<file path="src/rtl/fifo_param.sv">
// Button-driven parametrised FIFO: one push or pop per button press, with status flags and hex display.
// Optional macro FIFO_DEBOUNCE_EN adds a press/release debounce counter ahead of the op pulse.
module fifo_param #(
  parameter int WIDTH           = 16,
  parameter int DEPTH           = 8,
  parameter int AF_LEVEL        = 6,
  parameter int AE_LEVEL        = 2,
  parameter int DEBOUNCE_CYCLES = 16
) (
  input  logic                     clock,
  input  logic                     reset_n,
  input  logic                     button,
  input  logic                     wren,
  input  logic [WIDTH-1:0]         dataIn,
  output logic [WIDTH-1:0]         dataOut,
  output logic [6:0]               dataHex0,
  output logic [6:0]               dataHex1,
  output logic [6:0]               dataHex2,
  output logic [6:0]               dataHex3,
  output logic [$clog2(DEPTH):0]   count,
  output logic                     full,
  output logic                     empty,
  output logic                     almostFull,
  output logic                     almostEmpty,
  output logic                     overflow,
  output logic                     underflow
);

  localparam int PW = $clog2(DEPTH);
  localparam int CW = PW + 1;
  localparam logic [CW-1:0] DEPTH_C = CW'(DEPTH);
  localparam logic [CW-1:0] AF_C    = CW'(AF_LEVEL);
  localparam logic [CW-1:0] AE_C    = CW'(AE_LEVEL);

  logic       sync1_q, sync2_q;
  logic [1:0] fill_q;
  logic       sample_valid;
  logic       armed_q;
  logic       op;

  // sync2_q only holds a genuine button sample once two edges have passed since reset.
  assign sample_valid = (fill_q == 2'd2);

  always_ff @(posedge clock or negedge reset_n) begin
    if (!reset_n) begin
      sync1_q <= 1'b1;
      sync2_q <= 1'b1;
      fill_q  <= 2'd0;
    end else begin
      sync1_q <= button;
      sync2_q <= sync1_q;
      if (!sample_valid) fill_q <= fill_q + 2'd1;
    end
  end

`ifdef FIFO_DEBOUNCE_EN
  localparam int DW = $clog2(DEBOUNCE_CYCLES + 1);
  localparam logic [DW-1:0] DB_C = DW'(DEBOUNCE_CYCLES);
  logic [DW-1:0] db_cnt_q;

  assign op = armed_q && !sync2_q && (db_cnt_q == DB_C);

  always_ff @(posedge clock or negedge reset_n) begin
    if (!reset_n) begin
      armed_q  <= 1'b0;
      db_cnt_q <= '0;
    end else if (sample_valid) begin
      if (armed_q) begin
        if (op) begin
          armed_q  <= 1'b0;
          db_cnt_q <= '0;
        end else if (sync2_q) db_cnt_q <= '0;
        else                  db_cnt_q <= db_cnt_q + DW'(1);
      end else begin
        if (!sync2_q) db_cnt_q <= '0;
        else if (db_cnt_q == DB_C - DW'(1)) begin
          armed_q  <= 1'b1;
          db_cnt_q <= '0;
        end else db_cnt_q <= db_cnt_q + DW'(1);
      end
    end
  end
`else
  logic prev_q;

  assign op = armed_q && prev_q && !sync2_q;

  // A button held through reset release never arms, so it cannot fire an op.
  always_ff @(posedge clock or negedge reset_n) begin
    if (!reset_n) begin
      prev_q  <= 1'b1;
      armed_q <= 1'b0;
    end else begin
      prev_q <= sync2_q;
      if (sample_valid && sync2_q) armed_q <= 1'b1;
    end
  end
`endif

  logic [WIDTH-1:0] mem [DEPTH];
  logic [PW-1:0]    wr_ptr_q, wr_ptr_d, rd_ptr_q, rd_ptr_d;
  logic [CW-1:0]    count_q, count_d;
  logic             full_q, empty_q, af_q, ae_q, ovf_q, unf_q;
  logic             do_write, do_read;

  assign do_write = op && wren && !full_q;
  assign do_read  = op && !wren && !empty_q;

  // NOTE: every always_comb output gets a default first so no latch is inferred.
  always_comb begin
    wr_ptr_d = wr_ptr_q;
    rd_ptr_d = rd_ptr_q;
    count_d  = count_q;
    if (do_write) begin
      wr_ptr_d = wr_ptr_q + PW'(1);
      count_d  = count_q + CW'(1);
    end
    if (do_read) begin
      rd_ptr_d = rd_ptr_q + PW'(1);
      count_d  = count_q - CW'(1);
    end
  end

  // NOTE: state updates use non-blocking assignments so every register sees pre-edge values.
  always_ff @(posedge clock or negedge reset_n) begin
    if (!reset_n) begin
      wr_ptr_q <= '0;
      rd_ptr_q <= '0;
      count_q  <= '0;
      full_q   <= 1'b0;
      empty_q  <= 1'b1;
      af_q     <= 1'b0;
      ae_q     <= 1'b1;
      ovf_q    <= 1'b0;
      unf_q    <= 1'b0;
    end else begin
      wr_ptr_q <= wr_ptr_d;
      rd_ptr_q <= rd_ptr_d;
      count_q  <= count_d;
      full_q   <= (count_d == DEPTH_C);
      empty_q  <= (count_d == '0);
      af_q     <= (count_d >= AF_C);
      ae_q     <= (count_d <= AE_C);
      if (op && wren && full_q)   ovf_q <= 1'b1;
      if (op && !wren && empty_q) unf_q <= 1'b1;
    end
  end

  // NOTE: storage has no reset; emptiness is tracked by count, so stale words are never shown.
  always_ff @(posedge clock) begin
    if (do_write) mem[wr_ptr_q] <= dataIn;
  end

  assign dataOut     = empty_q ? '0 : mem[rd_ptr_q];
  assign count       = count_q;
  assign full        = full_q;
  assign empty       = empty_q;
  assign almostFull  = af_q;
  assign almostEmpty = ae_q;
  assign overflow    = ovf_q;
  assign underflow   = unf_q;

  function automatic logic [6:0] seg7(input logic [3:0] n);
    case (n)
      4'h0: seg7 = 7'h40;  4'h1: seg7 = 7'h79;  4'h2: seg7 = 7'h24;  4'h3: seg7 = 7'h30;
      4'h4: seg7 = 7'h19;  4'h5: seg7 = 7'h12;  4'h6: seg7 = 7'h02;  4'h7: seg7 = 7'h78;
      4'h8: seg7 = 7'h00;  4'h9: seg7 = 7'h10;  4'hA: seg7 = 7'h08;  4'hB: seg7 = 7'h03;
      4'hC: seg7 = 7'h46;  4'hD: seg7 = 7'h21;  4'hE: seg7 = 7'h06;  default: seg7 = 7'h0E;
    endcase
  endfunction

  logic [15:0] hex_word;
  generate
    if (WIDTH >= 16) begin : g_hex_trunc
      assign hex_word = dataOut[15:0];
    end else begin : g_hex_pad
      assign hex_word = {{(16-WIDTH){1'b0}}, dataOut};
    end
  endgenerate

  assign dataHex0 = empty_q ? 7'h7F : seg7(hex_word[3:0]);
  assign dataHex1 = empty_q ? 7'h7F : seg7(hex_word[7:4]);
  assign dataHex2 = empty_q ? 7'h7F : seg7(hex_word[11:8]);
  assign dataHex3 = empty_q ? 7'h7F : seg7(hex_word[15:12]);

endmodule

</file>
<file path="config.mk">
export PLATFORM = sky130hd
export DESIGN_NAME = fifo_param
export DESIGN_NICKNAME = d
export VERILOG_FILES = /design/src/rtl/fifo_param.sv
export SDC_FILE = /design/constraint.sdc
export NUM_CORES = 1
export LEC_CHECK = 0
export CORE_MARGIN = 3
export CORE_UTILIZATION = 45
export CTS_BUF_LIST = sky130_fd_sc_hd__clkbuf_8
export CTS_CLUSTER_DIAMETER = 100
export DETAILED_ROUTE_END_ITERATION = 12
export GPL_ROUTABILITY_DRIVEN = 0
export PLACE_DENSITY = 0.66
export SYNTH_ARGS = -nofsm -noshare
export SYNTH_HDL_FRONTEND = slang
export SYNTH_SLANG_ARGS = --single-unit
</file>
<file path="constraint.sdc">
create_clock -name clock -period 3.8 [get_ports clock]
set_input_delay 0.38 -clock clock [delete_from_list [all_inputs] [get_ports clock]]
set_output_delay 0.38 -clock clock [all_outputs]
set_load 0.1 [all_outputs]
</file>
### Pin map, run 1

Pins as bars across the die edge, other pins in gray.
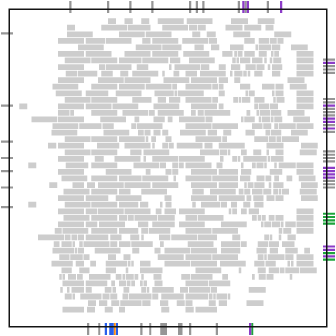
dataOut: shown in purple, pins 16, direction output, edge 12 right, 3 top, 1 bottom. count: shown in blue, pins 4, direction output, edge bottom. dataHex2: shown in green, pins 7, direction output, edge 6 right, 1 bottom. empty: shown in orange, pins 1, direction output, edge bottom.
All pins by edge: 36 right, 18 bottom, 13 top, 7 left.

### Metal layers overlaid, run 1

The bar under the picture is 50 microns long.
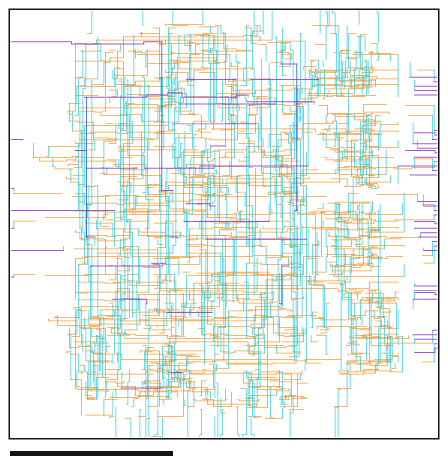
M2: shown in cyan, wire length 6990 microns. M3: shown in purple, wire length 677 microns. M4: shown in blue, wire length 145 microns. M1: shown in orange, wire length 6440 microns.

### Sequential cells grouped by signal name, run 1

Other sequential cells in the stronger gray, the rest of the logic in the fainter gray.
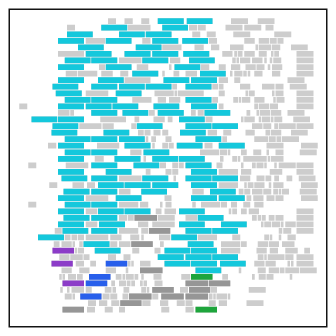
wr_ptr_q: shown in purple, flops 3. count: shown in blue, flops 4, where bottom left. mem: shown in cyan, flops 128. fill_q: shown in green, flops 2.
Another 13 sequential cells are not colored.

### Clock nets, run 1

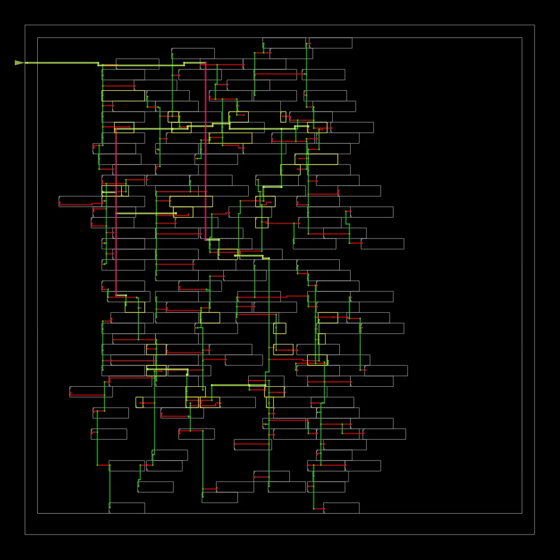
Max Clock Skew: 10.6 ps
Num CTS Buffers: 17
Late-Pin Clk Latency: 430 ps

run 1: kinds of logic (layout without fill, tap and decap cells):
family                   count (synthesis)  in the layout  share of synthesized area (%)
flip-flops                             150            150                           62.5
AND/OR/NAND/NOR                         85             85                           6.18
AND-OR/OR-AND                           68             68                           7.27
multiplexers                            65             65                           14.2
buffers and inverters                   50            155                           3.77
adder cells (fa/ha/maj)                 29             29                           5.15
XOR/XNOR                                 8              8                          0.995
run 1: timing repair:
item / 4_1_cts / 5_1_grt
gates resized: 0 / 3
setup buffers: 0 / 0
endpoints found under the setup margin: 0 / 24
run 1: sequential cells by signal, summed over array words and instances (netlist names), 2 cells and up:
| signal | count |
|---|---|
| wr_ptr_q | 3 |
| mem | 128 |
| rd_ptr_q | 3 |
| fill_q | 2 |
| count | 4 |
==> summary.txt, run 1 <==
run results: run status=finished clean, Init Core Util=46.2%, top cell category=flip-flops and latches, core area=0.0153 sq mm, cell count along the critical path=8, bufs w/o clock=97, Post-Synthesis Cells=455, ys cells=455, Max Clk Rate=280 MHz, comb_multi_in=255, Fillers=1127, Syn-to-layout area delta=29.4%, final hold slack=354 ps, via count of the routed design=4172, initial antenna violation count=0, drc violations=0, instance area at placement=0.00867 sq mm, DRT met1 WL=6440 microns, Seq/total area=48.3%, Crit path max-delay family=simple AND/OR/NAND/NOR gates, Synth flops=150, Non-clock buffer share=14.7%, Post-Route WL=14300 microns, design area=0.00911 sq mm, Commonest cells post-synth=edfxtp_1 (128), mux2i_1 (34), ha_1 (29), count of library flops with an enable pin=128
==> run 2, diff against run 1 <==
--- a/config.mk
+++ b/config.mk
@@ -11,6 +11,7 @@
 export CTS_CLUSTER_DIAMETER = 100
 export DETAILED_ROUTE_END_ITERATION = 12
 export GPL_ROUTABILITY_DRIVEN = 0
+export GPL_TIMING_DRIVEN = 0
 export PLACE_DENSITY = 0.66
 export SYNTH_ARGS = -nofsm -noshare
 export SYNTH_HDL_FRONTEND = slang
### Clock network drawn from the DEF, run 2

The bar under the picture is 50 microns long.
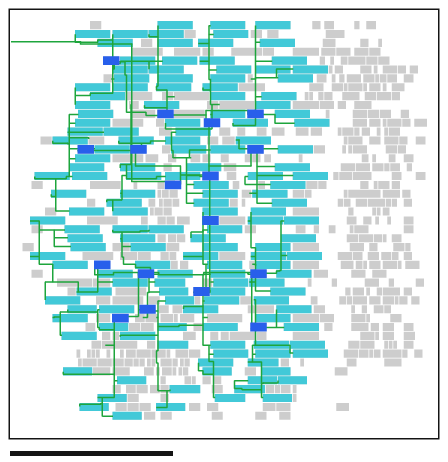
flip-flops: shown in cyan, count 150. clock-net drivers: shown in blue, count 17. clock wires: shown in green, length 1520 microns.
There are 18 routed clock nets.

==> run 2 against run 1 <==
Net effect:
- final cell count grew 2.5%
- synthesized area is the same
- routed wire length grew 3.3%
==> summary.txt, run 2 <==
run results: run status=finished clean (unchanged), max FFs per register=128 (unchanged), Num CTS Buffers=17 (unchanged), Late-Pin Clk Latency=440 ps (was 430 ps), Post-Synthesis Cells=455 (unchanged), Post-Route WL=14700 microns (was 14300 microns), count of library flops with an enable pin=128 (unchanged), Non-clock buffer share=11.3% (was 14.7%), bufs w/o clock=116 (was 97), Max Clk Rate=274 MHz (was 280 MHz), Fillers=1187 (was 1127), initial antenna violation count=0 (unchanged), DRT met1 WL=6640 microns (was 6440 microns), Init Core Util=46.2% (unchanged), post-CTS sizing=178 (was 0), Crit path max-delay family=buffers and inverters (was simple AND/OR/NAND/NOR gates), core area=0.0153 sq mm (unchanged), top cell category=flip-flops and latches (unchanged), Synth flops=150 (unchanged), Max Clock Skew=11.4 ps (was 10.6 ps), instance area at placement=0.00836 sq mm (was 0.00867 sq mm), design area=0.00883 sq mm (was 0.00911 sq mm), via count of the routed design=4178 (was 4172)
### Sequential cells grouped by signal name, run 2

Other sequential cells in the stronger gray, the rest of the logic in the fainter gray.
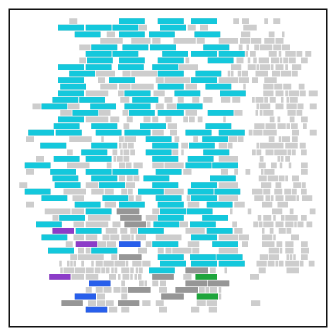
fill_q: shown in green, flops 2. wr_ptr_q: shown in purple, flops 3. mem: shown in cyan, flops 128. count: shown in blue, flops 4, where bottom left.
Another 13 sequential cells are not colored.
Seq/total area: 49.8%
register area: 0.00440 sq mm
Finished Core Util: 57.9%

-- run 2: cell counts after synthesis --
Identical to the previous run, type by type.
-- run 2: cells by family (layout without fill, tap and decap cells) --
group / count (synthesis) / count (layout) / synth area share (%)
flip-flops: 150 / 150 / 62.5
XOR/XNOR: 8 / 8 / 0.995
buffers and inverters: 50 / 174 / 3.77
multiplexers: 65 / 65 / 14.2
AND-OR/OR-AND: 68 / 68 / 7.27
adder cells (fa/ha/maj): 29 / 29 / 5.15
AND/OR/NAND/NOR: 85 / 85 / 6.18
==> run 3, diff against run 2 <==
--- a/config.mk
+++ b/config.mk
@@ -13,6 +13,7 @@
 export GPL_ROUTABILITY_DRIVEN = 0
 export GPL_TIMING_DRIVEN = 0
 export PLACE_DENSITY = 0.66
+export SKIP_LAST_GASP = 1
 export SYNTH_ARGS = -nofsm -noshare
 export SYNTH_HDL_FRONTEND = slang
 export SYNTH_SLANG_ARGS = --single-unit
### Metal layers overlaid, run 3

The bar under the picture is 50 microns long.
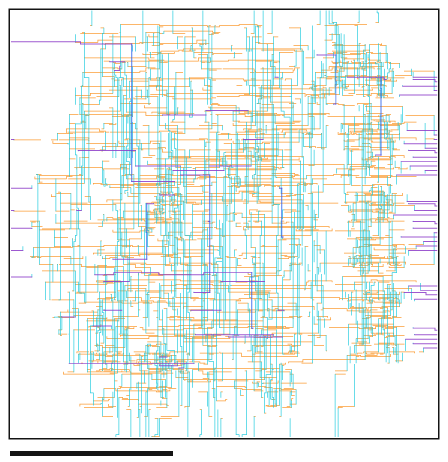
M3: shown in purple, wire length 677 microns. M2: shown in cyan, wire length 7260 microns. M4: shown in blue, wire length 166 microns. M1: shown in orange, wire length 6590 microns.
Avg WL per Cell: 18.6 microns
Post-Route WL: 14700 microns
total global-route track usage: 17.3%
via count of the routed design: 4184

==> run 3 against run 2 <==
Net effect:
- design area about the same
- critical path type unchanged
- setup slack worse by 3.1 ps
- synthesized cell count unchanged
==> summary.txt, run 3 <==
run results: comb_multi_in=255 (unchanged), Synth flops=150 (unchanged), design area=0.00883 sq mm (about the same), Syn-to-layout area delta=25.4% (about the same), top comb family, area=multiplexers (unchanged), top cell category=flip-flops and latches (unchanged), Complex Gates by Area=7.27% (unchanged), run status=finished clean (unchanged), Init Core Util=46.2% (unchanged), XOR Share, Synth=0.995% (unchanged), max FFs per register=128 (unchanged), ys cells=455 (unchanged), Num CTS Buffers=17 (unchanged), cell count along the critical path=10 (unchanged), Late-Pin Clk Latency=440 ps (about the same)
### Sequential cells grouped by signal name, run 3

Other sequential cells in the stronger gray, the rest of the logic in the fainter gray.
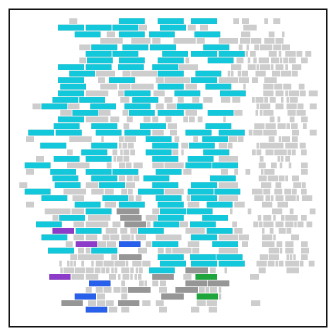
mem: shown in cyan, flops 128. count: shown in blue, flops 4, where bottom left. wr_ptr_q: shown in purple, flops 3. fill_q: shown in green, flops 2.
Seq/total area: 49.8%
Finished Core Util: 57.9%

-- run 3: cell count changes in the layout (fill, tap and decap cells not counted) --
| cell | delta |
|---|---|
| ha_2 | -1 |
| ha_1 | +1 |
| clkbuf_4 | -1 |
| buf_6 | +1 |
-- run 3: worst min path at each step --
| stage | slack, ps | endpoint | depth (start not counted) | startpoint |
|---|---|---|---|---|
| after floorplan | 80 | almostFull | 0 | reset_n |
| after global placement | 350 | sync2_q | 0 | sync1_q |
| after detailed placement | 350 | sync2_q | 0 | sync1_q |
| after CTS | 330 | sync1_q | 1 | button |
| after global routing | 330 | sync1_q | 1 | button |
| final | 340 | sync1_q | 1 | button |
-- run 3: repair_timing --
item / in CTS / in global routing
pin swaps: 1 / 4
resized: 177 / 20
setup buffers: 1 / 5
endpoints found under the setup margin: 43 / 29
hold endpoints to repair: 0 / 0
